$ cat config.mk
export PLATFORM = sky130hd
export DESIGN_NAME = i2c_reg_access_flat
export DESIGN_NICKNAME = d
export VERILOG_FILES = /design/src/rtl/i2c_reg_access_if.sv /design/src/rtl/i2c_reg_access.sv /design/src/flat_wrapper.sv
export SDC_FILE = /design/constraint.sdc
export NUM_CORES = 1
export LEC_CHECK = 0
export CORE_UTILIZATION = 25
export DETAILED_ROUTE_END_ITERATION = 10
export SYNTH_ARGS = -nofsm -noshare
export SYNTH_HDL_FRONTEND = slang
export SYNTH_SLANG_ARGS = --single-unit
$ cat constraint.sdc
create_clock -name clk -period 2.3 [get_ports clk]
set_input_delay 0.46 -clock clk [delete_from_list [all_inputs] [get_ports clk]]
set_output_delay 0.46 -clock clk [all_outputs]
set_load 0.01 [all_outputs]
$ cat src/rtl/i2c_reg_access_if.sv
// Host request/data streams plus the byte-master control and status bundle.
// slave = register-access block view, master = host and byte-master side.
interface i2c_reg_access_if;
  logic       req_valid;
  logic       req_ready;
  logic       req_rw;
  logic [6:0] req_dev;
  logic [7:0] req_reg;
  logic [3:0] req_len;
  logic       wd_valid;
  logic       wd_ready;
  logic [7:0] wd_data;
  logic       rd_valid;
  logic [7:0] rd_data;
  logic       done;
  logic [1:0] err;
  logic [6:0] m_addr;
  logic       m_rw;
  logic [7:0] m_data;
  logic       m_enable;
  logic       m_ready;
  logic       m_data_rdy;
  logic       m_write_done;
  logic [7:0] m_data_out;

  modport slave (
    input  req_valid, req_rw, req_dev, req_reg, req_len, wd_valid, wd_data,
           m_ready, m_data_rdy, m_write_done, m_data_out,
    output req_ready, wd_ready, rd_valid, rd_data, done, err,
           m_addr, m_rw, m_data, m_enable
  );

  modport master (
    output req_valid, req_rw, req_dev, req_reg, req_len, wd_valid, wd_data,
           m_ready, m_data_rdy, m_write_done, m_data_out,
    input  req_ready, wd_ready, rd_valid, rd_data, done, err,
           m_addr, m_rw, m_data, m_enable
  );
endinterface

$ cat src/rtl/i2c_reg_access.sv
// Sequences I2C register writes/reads onto a byte master; all outputs registered, one cycle after each master edge.
// Accepts one request at a time (req_ready only in IDLE); write data pulled by wd_ready, read data has no backpressure.
module i2c_reg_access #(
  parameter int TIMEOUT_CYCLES = 65536
) (
  input  logic             clk,
  input  logic             rst,
  i2c_reg_access_if.slave  bus
);
  localparam int TW = $clog2(TIMEOUT_CYCLES + 1);
  localparam logic [TW-1:0] TO_LAST = TW'(TIMEOUT_CYCLES - 1);

  typedef enum logic [3:0] {
    IDLE, W_ADDR, W_BYTES, W_END, P_ADDR, P_END, R_ADDR, R_BYTES, R_END, FIN
  } state_t;

  state_t        state_q, state_d;
  logic [6:0]    dev_q, dev_d;
  logic [7:0]    reg_q, reg_d;
  logic [3:0]    len_q, len_d, cnt_q, cnt_d;
  logic          ptr_done_q, ptr_done_d;
  logic [TW-1:0] to_q, to_d;
  logic          rdy_prev_q, drdy_prev_q, wdone_prev_q;
  logic          req_ready_q, req_ready_d, wd_ready_q, wd_ready_d;
  logic          rd_valid_q, rd_valid_d, done_q, done_d;
  logic [7:0]    rd_data_q, rd_data_d, m_data_q, m_data_d;
  logic [1:0]    err_q, err_d;
  logic [6:0]    m_addr_q, m_addr_d;
  logic          m_rw_q, m_rw_d, m_enable_q, m_enable_d;
  logic          rdy_rise, rdy_fall, drdy_rise, wdone_rise, act;

  // Master status lines are levels; only their transitions carry meaning.
  assign rdy_rise   =  bus.m_ready      & ~rdy_prev_q;
  assign rdy_fall   = ~bus.m_ready      &  rdy_prev_q;
  assign drdy_rise  =  bus.m_data_rdy   & ~drdy_prev_q;
  assign wdone_rise =  bus.m_write_done & ~wdone_prev_q;

  always_comb begin
    state_d    = state_q;    dev_d      = dev_q;      reg_d    = reg_q;
    len_d      = len_q;      cnt_d      = cnt_q;      ptr_done_d = ptr_done_q;
    to_d       = to_q;       rd_data_d  = rd_data_q;  err_d    = err_q;
    m_addr_d   = m_addr_q;   m_rw_d     = m_rw_q;     m_data_d = m_data_q;
    m_enable_d = m_enable_q; wd_ready_d = 1'b0;       rd_valid_d = 1'b0;
    act        = 1'b0;
    case (state_q)
      IDLE: if (bus.req_valid && req_ready_q) begin
        dev_d      = bus.req_dev;
        reg_d      = bus.req_reg;
        len_d      = (bus.req_len == 4'd0) ? 4'd1 : bus.req_len;
        cnt_d      = 4'd0;
        ptr_done_d = 1'b0;
        err_d      = 2'd0;
        state_d    = bus.req_rw ? P_ADDR : W_ADDR;
      end
      W_ADDR, P_ADDR: begin
        if (!m_enable_q) begin
          if (bus.m_ready) begin
            m_enable_d = 1'b1;
            m_rw_d     = 1'b0;
            m_addr_d   = dev_q;
            m_data_d   = reg_q;
            act        = 1'b1;
          end
        end else if (rdy_fall) begin
          state_d = (state_q == W_ADDR) ? W_BYTES : P_END;
        end
      end
      W_BYTES: begin
        if (rdy_rise) begin
          err_d = 2'd1; m_enable_d = 1'b0; state_d = FIN;
        end else if (wdone_rise) begin
          act = 1'b1;
          if (cnt_q < len_q) begin
            if (bus.wd_valid) begin
              wd_ready_d = 1'b1;
              m_data_d   = bus.wd_data;
              cnt_d      = cnt_q + 4'd1;
            end else begin
              err_d = 2'd3; m_enable_d = 1'b0; state_d = W_END;
            end
          end else begin
            m_enable_d = 1'b0; state_d = W_END;
          end
        end
      end
      P_END: begin
        if (!ptr_done_q) begin
          if (rdy_rise) begin
            err_d = 2'd1; m_enable_d = 1'b0; state_d = FIN;
          end else if (wdone_rise) begin
            ptr_done_d = 1'b1; m_enable_d = 1'b0; act = 1'b1;
          end
        end else if (rdy_rise) begin
          state_d = R_ADDR;
        end
      end
      R_ADDR: begin
        if (!m_enable_q) begin
          m_enable_d = 1'b1; m_rw_d = 1'b1; m_addr_d = dev_q; act = 1'b1;
        end else if (rdy_fall) begin
          state_d = R_BYTES;
          // A single-byte read must NACK its only byte.
          if (len_q == 4'd1) m_enable_d = 1'b0;
        end
      end
      R_BYTES: begin
        if (rdy_rise) begin
          err_d = 2'd1; m_enable_d = 1'b0; state_d = FIN;
        end else if (drdy_rise && (cnt_q < len_q)) begin
          act        = 1'b1;
          rd_valid_d = 1'b1;
          rd_data_d  = bus.m_data_out;
          cnt_d      = cnt_q + 4'd1;
          if (cnt_d == len_q - 4'd1) m_enable_d = 1'b0;
          if (cnt_d == len_q)        state_d = R_END;
        end
      end
      W_END, R_END: if (rdy_rise) state_d = FIN;
      FIN:          state_d = IDLE;
      default:      state_d = IDLE;
    endcase

    // Abort watchdog: restarted by any progress, fires only while a transfer is open.
    if (state_q == IDLE || state_q == FIN || state_d != state_q || act) begin
      to_d = '0;
    end else if (to_q == TO_LAST) begin
      to_d = '0; err_d = 2'd2; m_enable_d = 1'b0; state_d = FIN;
    end else begin
      to_d = to_q + TW'(1);
    end

    req_ready_d = (state_d == IDLE);
    done_d      = (state_d == FIN);
  end

  always_ff @(posedge clk) begin
    if (rst) begin
      state_q <= IDLE;      dev_q <= '0;        reg_q <= '0;
      len_q <= '0;          cnt_q <= '0;        ptr_done_q <= 1'b0;
      to_q <= '0;           rdy_prev_q <= 1'b0; drdy_prev_q <= 1'b0;
      wdone_prev_q <= 1'b0; req_ready_q <= 1'b1; wd_ready_q <= 1'b0;
      rd_valid_q <= 1'b0;   rd_data_q <= '0;    done_q <= 1'b0;
      err_q <= '0;          m_addr_q <= '0;     m_rw_q <= 1'b0;
      m_data_q <= '0;       m_enable_q <= 1'b0;
    end else begin
      state_q <= state_d;           dev_q <= dev_d;               reg_q <= reg_d;
      len_q <= len_d;               cnt_q <= cnt_d;               ptr_done_q <= ptr_done_d;
      to_q <= to_d;                 rdy_prev_q <= bus.m_ready;    drdy_prev_q <= bus.m_data_rdy;
      wdone_prev_q <= bus.m_write_done; req_ready_q <= req_ready_d; wd_ready_q <= wd_ready_d;
      rd_valid_q <= rd_valid_d;     rd_data_q <= rd_data_d;       done_q <= done_d;
      err_q <= err_d;               m_addr_q <= m_addr_d;         m_rw_q <= m_rw_d;
      m_data_q <= m_data_d;         m_enable_q <= m_enable_d;
    end
  end

  assign bus.req_ready = req_ready_q;
  assign bus.wd_ready  = wd_ready_q;
  assign bus.rd_valid  = rd_valid_q;
  assign bus.rd_data   = rd_data_q;
  assign bus.done      = done_q;
  assign bus.err       = err_q;
  assign bus.m_addr    = m_addr_q;
  assign bus.m_rw      = m_rw_q;
  assign bus.m_data    = m_data_q;
  assign bus.m_enable  = m_enable_q;
endmodule

$ cat src/flat_wrapper.sv
// flat-port wrapper written by rule: the top's interface ports become plain ports
module i2c_reg_access_flat 
#(
  parameter int TIMEOUT_CYCLES = 65536
)
  (clk, rst, bus_req_valid, bus_req_rw, bus_req_dev, bus_req_reg, bus_req_len, bus_wd_valid, bus_wd_data, bus_m_ready, bus_m_data_rdy, bus_m_write_done, bus_m_data_out, bus_req_ready, bus_wd_ready, bus_rd_valid, bus_rd_data, bus_done, bus_err, bus_m_addr, bus_m_rw, bus_m_data, bus_m_enable);
  i2c_reg_access_if bus_i ();
  input  logic clk;
  input  logic rst;
  input wire logic [$bits(bus_i.req_valid)-1:0] bus_req_valid;
  input wire logic [$bits(bus_i.req_rw)-1:0] bus_req_rw;
  input wire logic [$bits(bus_i.req_dev)-1:0] bus_req_dev;
  input wire logic [$bits(bus_i.req_reg)-1:0] bus_req_reg;
  input wire logic [$bits(bus_i.req_len)-1:0] bus_req_len;
  input wire logic [$bits(bus_i.wd_valid)-1:0] bus_wd_valid;
  input wire logic [$bits(bus_i.wd_data)-1:0] bus_wd_data;
  input wire logic [$bits(bus_i.m_ready)-1:0] bus_m_ready;
  input wire logic [$bits(bus_i.m_data_rdy)-1:0] bus_m_data_rdy;
  input wire logic [$bits(bus_i.m_write_done)-1:0] bus_m_write_done;
  input wire logic [$bits(bus_i.m_data_out)-1:0] bus_m_data_out;
  output wire logic [$bits(bus_i.req_ready)-1:0] bus_req_ready;
  output wire logic [$bits(bus_i.wd_ready)-1:0] bus_wd_ready;
  output wire logic [$bits(bus_i.rd_valid)-1:0] bus_rd_valid;
  output wire logic [$bits(bus_i.rd_data)-1:0] bus_rd_data;
  output wire logic [$bits(bus_i.done)-1:0] bus_done;
  output wire logic [$bits(bus_i.err)-1:0] bus_err;
  output wire logic [$bits(bus_i.m_addr)-1:0] bus_m_addr;
  output wire logic [$bits(bus_i.m_rw)-1:0] bus_m_rw;
  output wire logic [$bits(bus_i.m_data)-1:0] bus_m_data;
  output wire logic [$bits(bus_i.m_enable)-1:0] bus_m_enable;
  assign bus_i.req_valid = bus_req_valid;
  assign bus_i.req_rw = bus_req_rw;
  assign bus_i.req_dev = bus_req_dev;
  assign bus_i.req_reg = bus_req_reg;
  assign bus_i.req_len = bus_req_len;
  assign bus_i.wd_valid = bus_wd_valid;
  assign bus_i.wd_data = bus_wd_data;
  assign bus_i.m_ready = bus_m_ready;
  assign bus_i.m_data_rdy = bus_m_data_rdy;
  assign bus_i.m_write_done = bus_m_write_done;
  assign bus_i.m_data_out = bus_m_data_out;
  assign bus_req_ready = bus_i.req_ready;
  assign bus_wd_ready = bus_i.wd_ready;
  assign bus_rd_valid = bus_i.rd_valid;
  assign bus_rd_data = bus_i.rd_data;
  assign bus_done = bus_i.done;
  assign bus_err = bus_i.err;
  assign bus_m_addr = bus_i.m_addr;
  assign bus_m_rw = bus_i.m_rw;
  assign bus_m_data = bus_i.m_data;
  assign bus_m_enable = bus_i.m_enable;
  i2c_reg_access #(.TIMEOUT_CYCLES(TIMEOUT_CYCLES)) u_core (.clk(clk), .rst(rst), .bus(bus_i));
endmodule
==> flow_summary.json <==
{
  "r2r_cells": 8,
  "p_seq_share_pct": 32.6,
  "drive_gt1_share_pct": 21.6,
  "fin_total_pwr_mw": 4.78,
  "clockPowerShare_pct": 30.6,
  "dr.pass1.iters": 4,
  "inverters_excl_clock": 14,
  "rows": 46,
  "postCtsSetupBuffers": 0,
  "wl_met1_um": 5500,
  "grt_pass1_wl_um": 18900,
  "cap_violations": 0,
  "logic_area_um2": 2450,
  "dieArea_um2": 16800,
  "post-place-ws_ps": -243,
  "ant_nets": 0,
  "synth_top_cell_by_area": "dfxtp_1",
  "fin_skew_ps": 11.7,
  "syn-cell-area_um2": 4060,
  "outcome": "completed",
  "slowest_stage": "xnor3_1",
  "final.setup.worst_slack_ps": 46.7,
  "synth-simple-area-share_pct": 26.1
}
==> flip-flops by register name, indices dropped and copies added, names as in the netlist, 2 cells and up <==
signal              flops
u_core.bus.m_addr       7
u_core.len_q            4
u_core.bus.err          2
u_core.cnt_q            4
u_core.to_q            17
u_core.state_q          4
u_core.reg_q            8
u_core.bus.m_data       8
u_core.bus.rd_data      8
u_core.dev_q            7
==> power groups by stage <==
stage                     Sequential (mW)  Clock (mW)  Combinational, mW
after floorplan                      1.57           0              0.932
after global placement               1.58           0               1.45
after detailed placement             1.59           0               1.47
after CTS                            1.56        1.50               1.48
after global routing                 1.57        1.56               1.89
final                                1.56        1.46               1.76
==> metrics by stage <==
stage	instance area [um2]	hold slack (ps)
finish	5930	456
global route	5930	471
CTS	5650	456
detailed placement	5350	448
global placement	5350	442
floorplan	4060	436
congestion.png
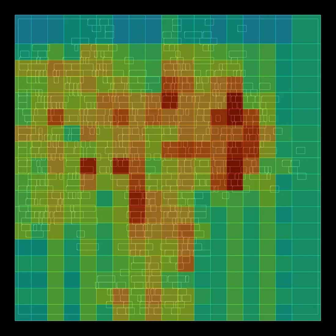
GRT Total Usage: 14.7%
GRT Max-Usage Layer: met2

layer_met2.png
Scale bar: 50 um.
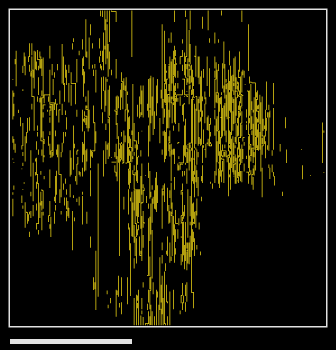
wire length on this layer: 5630 um
nets with wire on the layer: 528
met2 GRT Util: 23.5%
detailed-route via count: 3828

layer_met3.png
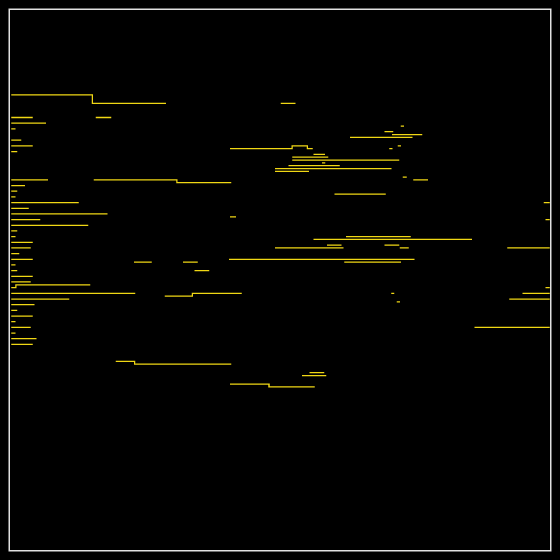
share of all routed wire: 5.9%
longest straight run: 44.2 um
main direction: horizontal
wire length on this layer: 712 um
final wirelength: 12100 um
GR Util met3: 4.75%

logic_types.png
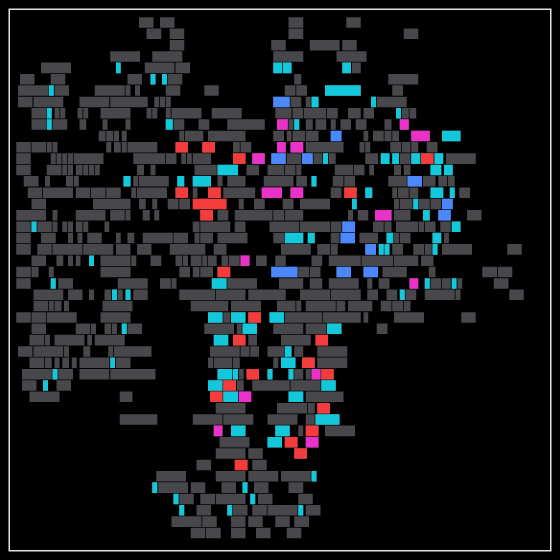
| family | colour | cells |
|---|---|---|
| XOR/XNOR gates | red | 23 |
| AND and OR gates | magenta | 15 |
| AND-OR and OR-AND gates | blue | 13 |
| NOR gates | cyan | 83 |
fin cells: 805
multi-input combinational area share: 41.4%
highest-count logic cell in the final layout: nand2_1

Power is estimated from default activity; no workload was simulated.
